--- src/rtl/jk_sched_pkg.sv ---
// Shared op encodings and FSM state type for the JK bank scheduler.
package jk_sched_pkg;

  localparam logic [1:0] OP_HOLD = 2'b00;
  localparam logic [1:0] OP_CLR  = 2'b01;
  localparam logic [1:0] OP_SET  = 2'b10;
  localparam logic [1:0] OP_TOG  = 2'b11;

  typedef enum logic [1:0] {
    IDLE    = 2'd0,
    ISSUE   = 2'd1,
    RESTORE = 2'd2,
    RESP    = 2'd3
  } sched_state_e;

endpackage

--- src/rtl/jk_rr_arbiter.sv ---
// Round-robin arbiter: grants the first set request at or after ptr, wrapping.
module jk_rr_arbiter #(
  parameter int N_REQ = 2,
  parameter int ID_W  = $clog2(N_REQ)
) (
  input  logic [N_REQ-1:0] req,
  input  logic [ID_W-1:0]  ptr,
  output logic [N_REQ-1:0] grant,
  output logic [ID_W-1:0]  grant_idx,
  output logic             any
);

  int idx;

  // Scan from ptr upward; the first hit wins and later hits are ignored.
  always_comb begin
    grant     = '0;
    grant_idx = '0;
    any       = 1'b0;
    idx       = 0;
    for (int i = 0; i < N_REQ; i++) begin
      idx = int'(ptr) + i;
      if (idx >= N_REQ) idx = idx - N_REQ;
      if (!any && req[idx[ID_W-1:0]]) begin
        any                   = 1'b1;
        grant_idx             = idx[ID_W-1:0];
        grant[idx[ID_W-1:0]]  = 1'b1;
      end
    end
  end

endmodule

--- src/rtl/jk_bank_sched.sv ---
// Round-robin scheduler that applies masked hold/clr/set/tog commands to a
// shared JK flip-flop bank and returns the resulting Q to the requester.
module jk_bank_sched
  import jk_sched_pkg::*;
#(
  parameter int N_BITS = 8,
  parameter int N_REQ  = 2,
  parameter int ID_W   = $clog2(N_REQ)
) (
  input  logic                    clk,
  input  logic                    rst,
  input  logic [N_REQ-1:0]        req_valid,
  input  logic [2*N_REQ-1:0]      req_op,
  input  logic [N_BITS*N_REQ-1:0] req_mask,
  input  logic [N_REQ-1:0]        req_pulse,
  output logic [N_REQ-1:0]        req_ready,
  output logic [N_BITS-1:0]       j,
  output logic [N_BITS-1:0]       k,
  input  logic [N_BITS-1:0]       q_in,
  output logic                    rsp_valid,
  input  logic                    rsp_ready,
  output logic [ID_W-1:0]         rsp_id,
  output logic [N_BITS-1:0]       rsp_q
);

  sched_state_e      state, state_nx;
  logic [ID_W-1:0]   ptr, id_r, gidx;
  logic [N_REQ-1:0]  grant;
  logic              any;
  logic [1:0]        op_r, sel_op;
  logic [N_BITS-1:0] mask_r, sel_mask, old_q;
  logic              pulse_r, sel_pulse;

  jk_rr_arbiter #(.N_REQ(N_REQ), .ID_W(ID_W)) u_arb (
    .req       (req_valid),
    .ptr       (ptr),
    .grant     (grant),
    .grant_idx (gidx),
    .any       (any)
  );

  // Select the granted requester's command fields.
  always_comb begin
    sel_op    = OP_HOLD;
    sel_mask  = '0;
    sel_pulse = 1'b0;
    for (int i = 0; i < N_REQ; i++) begin
      if (grant[i]) begin
        sel_op    = req_op[2*i +: 2];
        sel_mask  = req_mask[N_BITS*i +: N_BITS];
        sel_pulse = req_pulse[i];
      end
    end
  end

  // Next-state and J/K decode; everything but req_ready comes from registers.
  always_comb begin
    state_nx  = state;
    req_ready = '0;
    j         = '0;
    k         = '0;
    unique case (state)
      IDLE: begin
        // Gated by rst so the strobe is low while the block is held in reset.
        req_ready = rst ? '0 : grant;
        if (any) state_nx = ISSUE;
      end
      ISSUE: begin
        j        = mask_r & {N_BITS{(op_r == OP_SET) || (op_r == OP_TOG)}};
        k        = mask_r & {N_BITS{(op_r == OP_CLR) || (op_r == OP_TOG)}};
        state_nx = pulse_r ? RESTORE : RESP;
      end
      RESTORE: begin
        j        = mask_r & old_q;
        k        = mask_r & ~old_q;
        state_nx = RESP;
      end
      RESP: begin
        if (rsp_ready) state_nx = IDLE;
      end
      default: state_nx = IDLE;
    endcase
  end

  assign rsp_valid = (state == RESP);
  assign rsp_id    = id_r;

  // State, command latch, round-robin pointer and response capture.
  always_ff @(posedge clk or posedge rst) begin
    if (rst) begin
      state   <= IDLE;
      ptr     <= '0;
      id_r    <= '0;
      op_r    <= OP_HOLD;
      mask_r  <= '0;
      pulse_r <= 1'b0;
      old_q   <= '0;
      rsp_q   <= '0;
    end else begin
      state <= state_nx;
      if (state == IDLE && any) begin
        id_r    <= gidx;
        op_r    <= sel_op;
        mask_r  <= sel_mask;
        pulse_r <= sel_pulse;
        ptr     <= (gidx == ID_W'(N_REQ-1)) ? '0 : gidx + 1'b1;
      end
      if (state == ISSUE) old_q <= q_in;
      // The bank updates on this same edge, so predict its JK next state
      // to have the post-op Q ready on the first RESP cycle.
      if ((state == ISSUE || state == RESTORE) && state_nx == RESP)
        rsp_q <= (j & ~q_in) | (~k & q_in);
    end
  end

endmodule

--- config.mk ---
export PLATFORM = sky130hd
export DESIGN_NAME = jk_bank_sched
export DESIGN_NICKNAME = d
export VERILOG_FILES = /design/src/rtl/jk_sched_pkg.sv /design/src/rtl/jk_rr_arbiter.sv /design/src/rtl/jk_bank_sched.sv
export SDC_FILE = /design/constraint.sdc
export NUM_CORES = 1
export LEC_CHECK = 0
export CAP_MARGIN = 25
export CORE_MARGIN = 2
export CORE_UTILIZATION = 44
export DETAILED_ROUTE_END_ITERATION = 10
export PLACE_DENSITY = 0.76
export SLEW_MARGIN = 10
export SYNTH_ARGS = -nofsm -noshare
export SYNTH_HDL_FRONTEND = slang
export SYNTH_SLANG_ARGS = --single-unit
--- constraint.sdc ---
create_clock -name clk -period 2.4 [get_ports clk]
set_input_delay 0.48 -clock clk [delete_from_list [all_inputs] [get_ports clk]]
set_output_delay 0.48 -clock clk [all_outputs]
set_load 0.05 [all_outputs]
==> summary.txt, run 1 <==
This memo summarizes the results of the implementation run.

Outcome
The run finished with clean final reports.

Power
The leakage component of the power was reported as 1.13 nW. The worst-case IR drop observed on VDD is 0.763 mV.

Placed design
Buffers placed on the I/O ports in this run total 62. The setup slack at placement is 0.124 ns. The HPWL after detailed placement is approximately 3100 microns.

Floorplan
about 63 I/O pins were placed. The design received a total of about 48 well taps at floorplan. The die is 67.3 microns tall. The floorplan utilization is 47.1%. In this run the full chip footprint comes out at 4530 sq um.

Critical path
Per the STA report, the cell with the highest stage delay on the worst path is dfrtp_1. The critical path required time is 1.92 ns. The source of the critical timing path is state[0]. Grouping stages by cell kind, the critical path spends the most delay in buffers and inverters. In the setup report, the worst path falls into the class reg -> out. On the critical path the data arrives at about 1.8 ns. The maximum fanout along the worst path is 8.

The kind of end point of the critical path is an output port.

Cells and area
The area taken by multi-input combinational cells is reported as 931 sq um. Excluding fillers, the count of instances in the completed layout stands at 304. The final layout report lists a filler cell count of roughly 290. Registers represent a cell area share of 28.7%. 0 antenna diodes ended up in the layout.

The registers reported with the highest flop counts are mask_r x8, old_q x8, rsp_q x8. Per the final layout report, the fraction of cells sized above drive strength 1 comes to a little over a quarter. The most frequent logic cell in the layout is clkdlybuf4s50_1. The layout has 14 inverters outside the clock class. The top cell types in the final layout, fill and taps aside, are clkdlybuf4s50_1, dfrtp_1, nand2_1. The sequential cell area is 776 sq um.

Of the total standard cell area in the layout, the multi-input combinational portion is 34.5%. In the finished layout, the clock tree contains a buffer count of 8. The multi-input combinational gate total is 132.

Synthesis
The number of cells reported by Yosys stat comes to between 150 and 200. Per the synthesis report, the simple-gate share of the synthesized area is 13.4%. Of the total synthesized cell area, the portion taken by full adders, half adders and majority gates is 2.84%. The yosys synthesis chip area is ~1800 sq um. Yosys reports the multiplexer fraction of the synthesized area as 10.2%. The number of nets in the synthesized netlist is about 230. The mapped netlist covers 1760 sq um. The post-synthesis cell type count is 25. The cell count after synthesis came out at 188.

Job
The warning total across the stage logs is 30. The report counts max-capacitance violations totalling 0.

Global routing
The via count of the first global-routing pass is 1,518. The first-pass GRT wire length is 6990 microns.

Final timing
The final-report hold violation count is 0. On the final layout, the worst hold slack is 0.474 ns. In the final timing run, aggregate negative setup slack is 0 ns.

The least setup slack across all paths after layout is ~0.13 ns. The highest achievable clock rate is about 0.44 GHz. The worst pin sits at a relative slew slack of 66.7%.

Worst hold path
The min-delay analysis places its worst path in the category reg -> reg.

Detailed routing
The first-pass iteration count of the detailed router is 4.

Clock tree
Per the CTS log, the buffer count on the longest clock path is 2.
[run 1: worst reg2reg max path, cell delays in order (launching register included)]
cell and delay, ns:
dfrtp_1 0.43, inv_1 0.13, ha_1 0.36, nor2_1 0.09, a21o_2 0.22, a221oi_4 0.32
buf_12 0.16, mux2_2 0.33
[run 1: Yosys cell counts, drive strengths merged]
cell    instances  area, sq um
dfrtp          31          776
nand2          30          113
o21ai          21          105
a21oi          16         80.1
mux2           16          180
inv            14         52.6
a22oi          12         90.1
nand2b         10         62.6
a211o           8         70.1
clkbuf          6         22.5
buf             5         35.0
ha              4         50.1
nor2            3         11.3
a21boi          2         15.0
a21o            2         17.5
and3            2         15.0
nor3b           2         20.0
a221oi          1         26.3
a31oi           1         6.26
nand3b          1         7.51
nor2b           1         6.26
[run 1: routing by layer]
metal  part of all wire (%)  track usage [%]  vias up
met3                    4.7             5.17        7
met5                      0                0        -
li1                       -                -      793
met2                     45             32.9       47
met4                    1.7             7.65        0
met1                     49             27.9      726
[run 1: path summary, 6_finish.rpt]
| path | to | slack [ns] | cells after the start |
|---|---|---|---|
| setup reg to reg | rsp_q[3] | 0.25 | 7 |
| max in group asynchronous | old_q[0] | 1.47 | 3 |
| hold reg to reg | pulse_r | 0.47 | 2 |
| min in group asynchronous | ptr | 0.65 | 3 |
| hold / removal | pulse_r | 0.47 | 2 |
| setup / recovery | j[7] | 0.13 | 6 |
[run 1: what timing repair did]
| action | 4_1_cts | 5_1_grt |
|---|---|---|
| buffers inserted | 0 | 0 |
| pin swaps | 0 | 1 |
| resized | 1 | 11 |
| cloned | 0 | 0 |
| endpoints found under the hold margin | 0 | 0 |
| setup endpoints to repair | 1 | 10 |
[run 1: where the power goes]
part	internal, mW	total, mW	switching (mW)
registers	0.778	0.935	0.157
clock network	0.261	0.449	0.188
logic	0.951	2.23	1.28
Fig. 1: run 1, met1 routing
Scale bar: 20 microns.
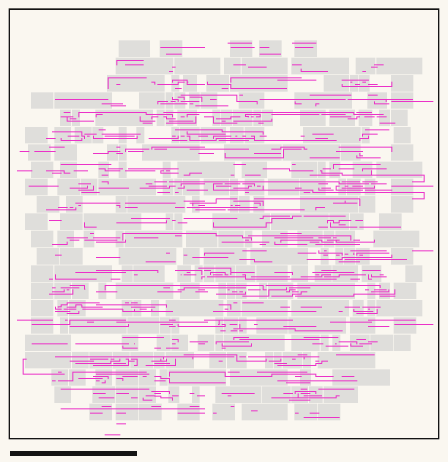
share of all routed wire: 49%
longest straight run: 29.9 microns
wire length on this layer: 2,050 microns
main direction: horizontal
Via Count: 1,573
met1 capacity usage during global routing: 27.9%

Fig. 2: run 1, the metal 2 layer
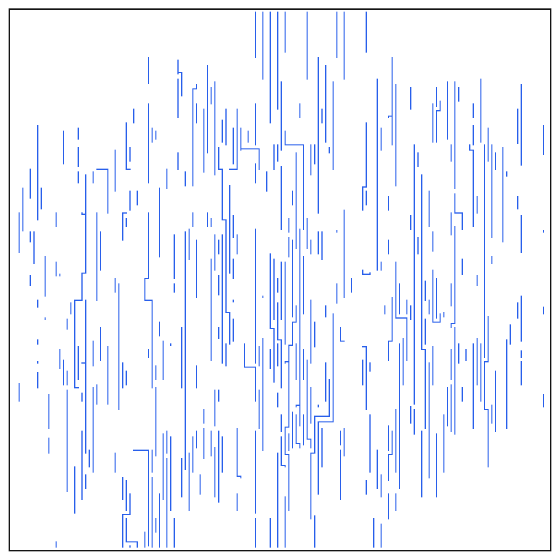
nets with wire on the layer: 243
wire length on this layer: 1,880 microns
share of all routed wire: 45%
fraction of met2 tracks used by global routing: 32.9%
routed wire length: 4200 microns

Fig. 3: run 1, met3 routing
Scale bar: 20 microns.
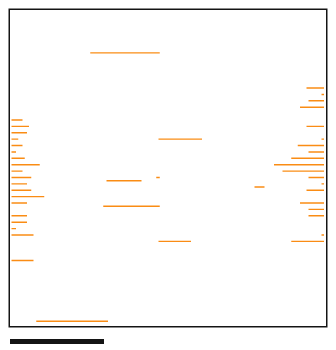
nets with wire on the layer: 41
wire length on this layer: 198 microns
main direction: horizontal
longest straight run: 14.9 microns
share of all routed wire: 4.7%
GRT met3 Usage: 5.17%

==> run 2, diff against run 1 <==
--- a/config.mk
+++ b/config.mk
@@ -6,11 +6,12 @@
 export NUM_CORES = 1
 export LEC_CHECK = 0
 export CAP_MARGIN = 25
-export CORE_MARGIN = 2
+export CORE_MARGIN = 5
 export CORE_UTILIZATION = 44
 export DETAILED_ROUTE_END_ITERATION = 10
-export PLACE_DENSITY = 0.76
+export PLACE_DENSITY = 0.83
 export SLEW_MARGIN = 10
 export SYNTH_ARGS = -nofsm -noshare
 export SYNTH_HDL_FRONTEND = slang
 export SYNTH_SLANG_ARGS = --single-unit
+export TNS_END_PERCENT = 1
==> run 2 against run 1 <==
  * Worst hold slack better by 0.0040 ns
  * Via count is 2.7% higher
  * Sequential power hardly changed
  * Synthesized area stayed put
  * Combinational power is 4% lower
  * Synthesized cell count stayed put
  * Critical path type unchanged
  * Highest routed layer unchanged
==> summary.txt, run 2 <==
This memo summarizes the results of the implementation run.

Critical path
The critical path required time is around 1.9 ns. Looking at the reg2reg group, the worst path ends at rsp_q[5]. The worst setup path is captured at an output port. The worst reg2reg path depth is 7.

The worst setup path is of the reg -> out kind. For reference, the critical path is launched at state[1]. The report shows a maximum critical-path fanout of 9.

The arrival time at the worst endpoint is 1.88 ns. The setup slack of the most critical reg-to-reg path is 0.16 ns. The endpoint of the worst setup timing path is k[3].

Worst hold path
The number of cells on the worst hold path is listed as 2. The classification of the worst-slack hold path is reg -> reg.

Power
The worst VDD IR drop from the latest analysis is between 0.7 and 0.8 mV. The share of total power in the clock network is 12.6%. The standby leakage power is 1.13 nW. Summing internal, switching and leakage power gives 3.52 mW.

The switching part of the total is 44.8%. The internal power of the cells totals 1.94 mW. Per report_power, the sequential group accounts for around a quarter of the total. Of the total power, combinational logic draws 60.8%.

The script extracted a net switching power of ~1.6 mW.

Synthesis
The dominant synthesized flop cell is dfrtp_1. After synthesis, the share of flip-flops with an asynchronous set or reset is 100%. The number of instances in the synthesized netlist is 188.

The number of nets in the synthesized netlist is 227. The summed instance area of the synthesized netlist is 1760 sq um. After synthesis, flip-flops and latches occupy 44.0% of the total area.

The fraction of synthesized cell area taken by the top area cell type is 44.0%. The post-synthesis cell type count is 25. Sorting the Yosys area breakdown by cell type puts at the top dfrtp_1. The most frequently used library cell after synthesis is dfrtp_1. In the post-synthesis netlist, the biggest area contributors are dfrtp_1, mux2_2, nand2_1.

Placed design
The cell area reported after detailed placement is between 2000 and 3000 sq um. During placement, the flow inserted port buffers numbering 62.

Global routing
The via count of the first global-routing pass was around 1,600. The first-pass GRT wire length is 7130 microns.

Floorplan
Per the OpenROAD floorplan log, the area of the die is 5370 sq um. The die outline height is 73.3 microns. The floorplan step records an initial core utilization of between 40% and 50%. 63 I/O pins were placed.

Final timing
The worst clock skew is 0.00167 ns. The normalized max-slew margin is 64.9%. For this run, the top clock speed supported by timing is around 0.42 GHz. The slew at the pin closest to its max-slew limit is 0.525 ns. The final layout reports a setup TNS of 0 ns.

The final critical delay including setup and external delays is 2.36 ns. The final-report hold violation count is 0.

Cells and area
The final design area excluding fillers is 2660 sq um. In the final layout, the registers with the most flip-flops are mask_r x8, old_q x8, rsp_q x8. The number of fill cells is 313. The top cell types in the final layout, fill and taps aside, are clkdlybuf4s50_1, dfrtp_1, nand2_1. The number of antenna diodes in the final layout is 0. The share of cells above drive strength 1 is 22.3%. The count of placed standard cells in the final layout, fillers left out is 306. The most frequent logic cell in the layout is clkdlybuf4s50_1.

Detailed routing
The pre-antenna-repair detailed-routing pass consisted of 4 iterations.

Clock tree
The maximum count of clock buffers along a single path is 2. TritonCTS built the clock tree. Looking at the post-CTS report, the setup buffer insertion count equals 0. Clock tree synthesis found a total of 31 sinks.

Outcome
The run finished with clean final reports.

Job
The max-capacitance violation count is 0. Summing over the stages, the warning tally comes to 31.
-- run 2: area by class of cell --
| type | instances | area, sq um | area share, % |
|---|---|---|---|
| timing repair buffer | 71 | 781 | 29.4 |
| tap | 50 | 62.6 | 2.35 |
| multi-input combinational | 132 | 887 | 33.4 |
| inverter | 14 | 52.6 | 1.98 |
| clock buffer | 8 | 100 | 3.76 |
| sequential | 31 | 776 | 29.2 |
-- run 2: through the flow --
stage	setup slack [ns]	util [%]	hold WS, ns
after global placement	0.156	64.7	0.454
after detailed placement	0.0992	64.7	0.464
after global routing	-0.0894	67.4	0.517
after CTS	0.00957	67.3	0.481
after floorplan	-0.114	-	0.441
final	0.0418	67.4	0.478
-- run 2: worst max-delay path: stages, from the launching register on --
cell and delay [ns]:
dfrtp_1 0.44, inv_1 0.09, ha_1 0.43, nand2_1 0.16
a21oi_1 0.29, buf_12 0.18
-- run 2: what timing repair did --
item / CTS / global route
setup endpoints to repair: 0 / 9
gates resized: 0 / 1
hold endpoints to repair: 0 / 0
hold buffers: 0 / 0
-- run 2: logic make-up (layout without fill, tap and decap cells) --
group	Yosys count	after routing	share of synthesized area, %
and+or+nand+nor	49	49	13.4
DFF	31	31	44.0
buffers and inverters	25	93	6.25
AOI/OAI and AO/OA	63	63	23.3
muxes	16	16	10.2
adders and majority gates	4	4	2.84
-- run 2: power by group through the flow --
stage	Sequential, mW	Clock, mW	Combinational [mW]
final	0.934	0.445	2.14
after global routing	0.972	0.478	2.31
after CTS	0.935	0.456	2.15
after detailed placement	0.941	0	2.14
after global placement	0.932	0	2.10
after floorplan	1.17	0	1.19
-- run 2: metal layers --
layer	GRT usage (%)	part of all wire (%)	up-vias
met5	0	0	-
li1	-	-	785
met3	4.92	7.9	6
met2	28.2	48	54
met1	21.7	42	770
met4	8.61	2.0	0
Fig. 4: run 2, met1 routing
Scale bar: 20 microns.
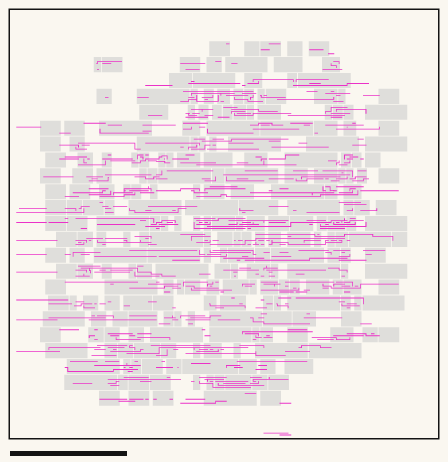
Via Count: 1,615
routed wire length: 4300 microns

Fig. 5: run 2, the metal 2 layer
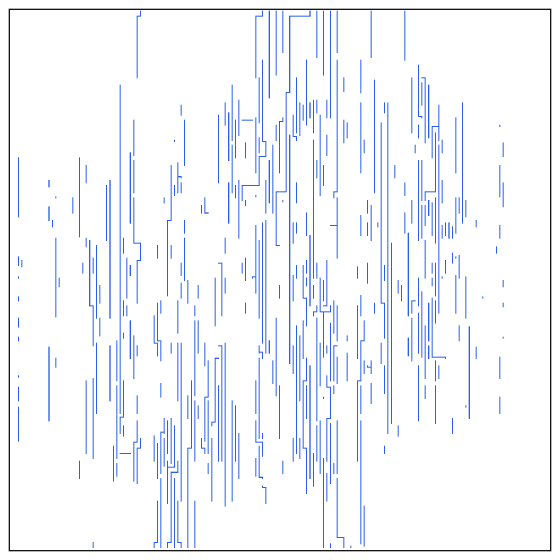
fraction of met2 tracks used by global routing: 28.2%

Fig. 6: run 2, clock wiring as the flow saved it
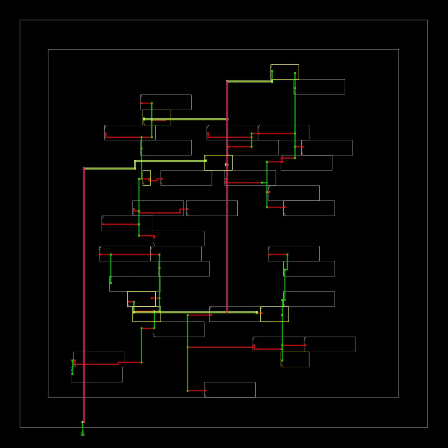
layout clock buffer count: 8
layout sequential cell count: 31

Power and IR drop assume default switching activity.
